### config.mk
export PLATFORM = sky130hd
export DESIGN_NAME = conv_scheduler
export DESIGN_NICKNAME = d
export VERILOG_FILES = /design/src/rtl/conv_scheduler.sv
export SDC_FILE = /design/constraint.sdc
export NUM_CORES = 1
export LEC_CHECK = 0
export CORE_UTILIZATION = 50
export DETAILED_ROUTE_END_ITERATION = 10
export GPL_ROUTABILITY_DRIVEN = 0
export GPL_TIMING_DRIVEN = 0
export PLACE_DENSITY = 0.86
export RECOVER_POWER = 100
export REMOVE_ABC_BUFFERS = 1
export SLEW_MARGIN = 5
export SYNTH_ARGS = -nofsm -noshare
export SYNTH_HDL_FRONTEND = slang
export SYNTH_SLANG_ARGS = --single-unit
export TNS_END_PERCENT = 5
### constraint.sdc
create_clock -name clk -period 4.1 [get_ports clk]
set_input_delay 0.82 -clock clk [delete_from_list [all_inputs] [get_ports clk]]
set_output_delay 0.82 -clock clk [all_outputs]
set_load 0.01 [all_outputs]
### src/rtl/conv_scheduler.sv
// Convolution line scheduler: sequences a raster pixel stream into the conv
// datapath and tracks which writes produce a result.
// Ports:
//   clk, reset (sync, active-low)        - clock and reset
//   start, abort                         - frame control
//   s_valid/s_ready/s_data               - pixel stream in, raster order
//   cp_we/cp_wr_addr/cp_data/cp_eol      - line-buffer write to the datapath
//   cp_ready                             - datapath window is primed
//   m_valid/m_last                       - result strobe and last-of-frame
//   busy, frame_done                     - status
module conv_scheduler #(
    parameter int DATA_WIDTH    = 16,
    parameter int IMG_WIDTH     = 32,
    parameter int IMG_HEIGHT    = 32,
    parameter int KERNEL_WIDTH  = 3,
    parameter int KERNEL_HEIGHT = 3,
    parameter int PIPE_LATENCY  = 4
) (
    input  logic                  clk,
    input  logic                  reset,
    input  logic                  start,
    input  logic                  abort,
    input  logic                  s_valid,
    output logic                  s_ready,
    input  logic [DATA_WIDTH-1:0] s_data,
    output logic                  cp_we,
    output logic [13:0]           cp_wr_addr,
    output logic [DATA_WIDTH-1:0] cp_data,
    output logic                  cp_eol,
    output logic                  cp_ready,
    output logic                  m_valid,
    output logic                  m_last,
    output logic                  busy,
    output logic                  frame_done
);

    localparam int CW = (IMG_WIDTH > 1) ? $clog2(IMG_WIDTH) : 1;
    // Row counter runs one past the last line after the final pixel.
    localparam int RW = $clog2(IMG_HEIGHT + 1);
    localparam int PL = PIPE_LATENCY;

    localparam logic [CW-1:0] COL_LAST = CW'(IMG_WIDTH - 1);
    localparam logic [CW-1:0] COL_RES  = CW'(KERNEL_WIDTH - 1);
    localparam logic [RW-1:0] ROW_LAST = RW'(IMG_HEIGHT - 1);
    localparam logic [RW-1:0] ROW_RES  = RW'(KERNEL_HEIGHT - 1);
    localparam logic [RW-1:0] ROW_FILL = RW'(KERNEL_HEIGHT - 2);

    typedef enum logic [2:0] {
        IDLE,
        FILL,
        RUN,
        DRAIN,
        DONE
    } state_e;

    state_e state_q, state_d;

    logic [CW-1:0] col_q, col_d;
    logic [RW-1:0] row_q, row_d;

    logic rx_en;
    logic accept;
    logic col_end;
    logic is_result;
    logic is_final;
    logic fill_end;

    logic                  we_q;
    logic                  eol_q;
    logic                  res_q;
    logic                  lastf_q;
    logic [13:0]           addr_q;
    logic [DATA_WIDTH-1:0] data_q;

    logic [PL-1:0] vsh_q, vsh_d;
    logic [PL-1:0] lsh_q, lsh_d;

    assign rx_en     = (state_q == FILL) || (state_q == RUN);
    // Abort wins over a pixel presented in the same cycle.
    assign accept    = rx_en && s_valid && !abort;
    assign col_end   = (col_q == COL_LAST);
    assign is_result = (row_q >= ROW_RES) && (col_q >= COL_RES);
    assign is_final  = (row_q == ROW_LAST) && col_end;
    assign fill_end  = (row_q == ROW_FILL) && col_end;

    assign s_ready    = rx_en;
    assign cp_we      = we_q;
    assign cp_eol     = eol_q;
    assign cp_wr_addr = addr_q;
    assign cp_data    = data_q;
    assign m_valid    = vsh_q[PL-1];
    assign m_last     = lsh_q[PL-1];

    always_comb begin
        state_d    = state_q;
        cp_ready   = 1'b0;
        busy       = 1'b0;
        frame_done = 1'b0;
        unique case (state_q)
            IDLE: begin
                if (start) state_d = FILL;
            end
            FILL: begin
                busy = 1'b1;
                if (accept && fill_end) state_d = RUN;
            end
            RUN: begin
                busy     = 1'b1;
                cp_ready = 1'b1;
                if (accept && is_final) state_d = DRAIN;
            end
            DRAIN: begin
                busy     = 1'b1;
                cp_ready = 1'b1;
                if (m_last) state_d = DONE;
            end
            DONE: begin
                busy       = 1'b1;
                frame_done = 1'b1;
                state_d    = IDLE;
            end
            default: state_d = IDLE;
        endcase
        if (abort) state_d = IDLE;
    end

    always_comb begin
        col_d = col_q;
        row_d = row_q;
        if (state_q == IDLE && start) begin
            col_d = '0;
            row_d = '0;
        end
        if (accept) begin
            if (col_end) begin
                col_d = '0;
                row_d = row_q + 1'b1;
            end else begin
                col_d = col_q + 1'b1;
            end
        end
        if (abort) begin
            col_d = '0;
            row_d = '0;
        end
    end

    // res_q sits alongside the write; PL more stages put m_valid
    // PIPE_LATENCY cycles behind cp_we.
    always_comb begin
        vsh_d    = '0;
        lsh_d    = '0;
        vsh_d[0] = res_q;
        lsh_d[0] = lastf_q;
        for (int i = 1; i < PL; i++) begin
            vsh_d[i] = vsh_q[i-1];
            lsh_d[i] = lsh_q[i-1];
        end
        if (abort) begin
            vsh_d = '0;
            lsh_d = '0;
        end
    end

    always_ff @(posedge clk) begin
        if (!reset) begin
            state_q <= IDLE;
            col_q   <= '0;
            row_q   <= '0;
            we_q    <= 1'b0;
            eol_q   <= 1'b0;
            res_q   <= 1'b0;
            lastf_q <= 1'b0;
            addr_q  <= '0;
            data_q  <= '0;
            vsh_q   <= '0;
            lsh_q   <= '0;
        end else begin
            state_q <= state_d;
            col_q   <= col_d;
            row_q   <= row_d;
            we_q    <= accept;
            eol_q   <= accept && col_end;
            res_q   <= accept && is_result;
            lastf_q <= accept && is_final;
            vsh_q   <= vsh_d;
            lsh_q   <= lsh_d;
            if (accept) begin
                addr_q <= 14'(col_q);
                data_q <= s_data;
            end
        end
    end

endmodule
==> results.toml <==
# physical design summary
[outcome]
status = "completed"

[power_and_ir_drop]
swShare_pct = 21.6
leakagePower_nw = 0.955
total_power_uw = 775
power.sequential.total_uw = 461
switchingPower_uw = 168
powerDensity_nw_per_um2 = 303
pwr-share-comb_pct = 7.0
largestPowerGroup = "registers"

[synth]
netlist-cell-type-count = 40
ys_warn_count = 0
synth-cells-yosys = 231
number_of_synthesized_flops_with_an_enable_pin = 0
ys_sh_mux_pct = 1.04
synth_largest_type_area_fraction_pct = 46.1
postSynthAreaPerCell_um2 = 8.83
ys_seq_share_pct = 46.1
synth_adder_area_share_pct = 3.68
yosys.area_share.xor_xnor_pct = 1.78
netlist.top_cell.by_instances = "nand2_1"
yosysChipArea_um2 = 2040
ys_top_cells_by_area = "dfxtp_1 (46%), nand2_1 (9.4%), a21boi_0 (7.7%), buf_4 (4.0%), ha_1 (3.7%)"
synth.logic.top_family = "simple AND/OR/NAND/NOR gates"
ys_sh_simple_pct = 25.1
most_used_flip_flop_cell_after_synthesis = "dfxtp_1"

[clock_tree]
clockBufferDepth = 2
cts.repair_timing.setup_buffer_count = 0
tritoncts = "done"
clock-sinks = 47
cts-buffers-inserted = 5
cts-htree-levels = 2

[final_timing]
timing.max_slew.rel_slack_pct = 31.3
tns_ns = 0
period_needed_ns = 3.06
tightestPinTransition_ns = 1.02
drv_slew = 0

[global_routing]
grt_max_degree = 32
grt_antenna_before_repair = 0
wire_length_of_the_first_global_routing_pass_um = 6570

[layout]
nonClockBufferCount = 50
finalNetCount = 300
antenna_cells = 0
combinational_gates = 165
inverters = 4
seqAreaFraction_pct = 36.8
post_route_cells_drive_above_1_share_pct = 2.92
clockNetworkAreaShare_pct = 3.18
flop_area_um2 = 941

[critical_path]
required_time_of_the_worst_setup_path_ns = 4.32
critical_path.startpoint = "abort"
series_of_cell_instances_along_the_critical_path = "dlygate4sd3_1 > nand2b_1 > nor3_1 > clkbuf_1 > nand2_1 > a21boi_0"
timing.reg2reg.worst_path_depth = 5
path_max_fanout = 16
worstSetupPathType = "in2reg"
critical_path.endpoint = "cp_data[15]"
crit-reg2reg-capture = "cp_data[15]"

[drt]
highest-signal-layer = "met4"
routedWlPerCell_um = 12.6
drt_first_pass_iters = 4
drc = 0
met1_length_um = 1830
vias_after_detailed_routing = 1699

[floorplanning]
nWellTaps = 48
dieWidth_um = 65.9
core_region_area_um2 = 3800
chipHeight_um = 65.9

[placed_design]
placed_cells = 314
detailed_place.area_um2 = 2510
port-buffer-count = 49

[worst_hold_path]
worst_hold_path_type = "reg2reg"
min_delay_path_depth = 1

[flow_run]
warning_count = 28
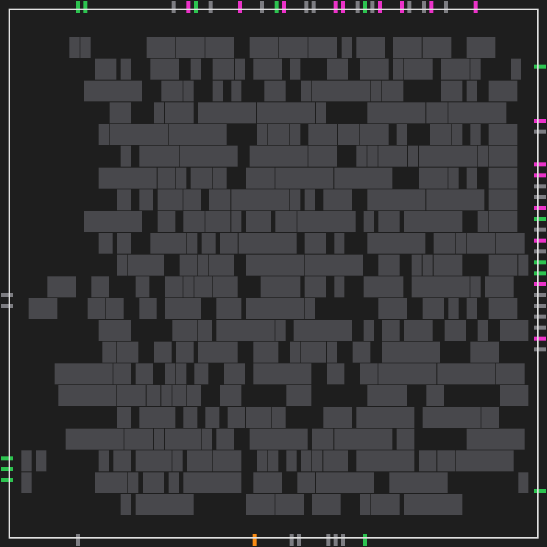
pins.png
Drawn at 8 px/um. Pins as bars across the die edge, other pins in grey.
`start`: shown in orange, pins 1, direction input, edge bottom. `cp_data`: shown in magenta, pins 16, direction output, edge 9 top, 7 right. `cp_wr_addr`: shown in green, pins 14, direction output, edge 5 right, 5 top, 3 left, 1 bottom.

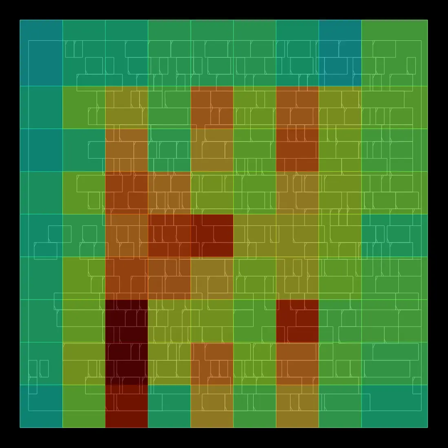
final_congestion.png
Most Used Layer, Global Route: met2
Global Route met1 Usage: 23.7%
fraction of met3 tracks used by global routing: 4.14%
met2 track demand over resource in global routing: 33.0%
core utilization of the finished layout: 67.3%

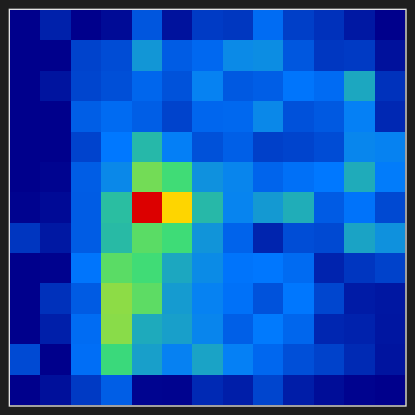
wire_density.png
Drawn at 6 px/um. The die is cut into 13 by 13 equal tiles; dark blue is low, red is high, scaled to the fullest tile. Values are wire area over tile area, all layers added.
The mean over all tiles is 0.15. The densest ninth of the die: centre. The fullest tile reaches 0.75. 14% of the tiles are nearly empty.

Power is estimated from default activity; no workload was simulated.
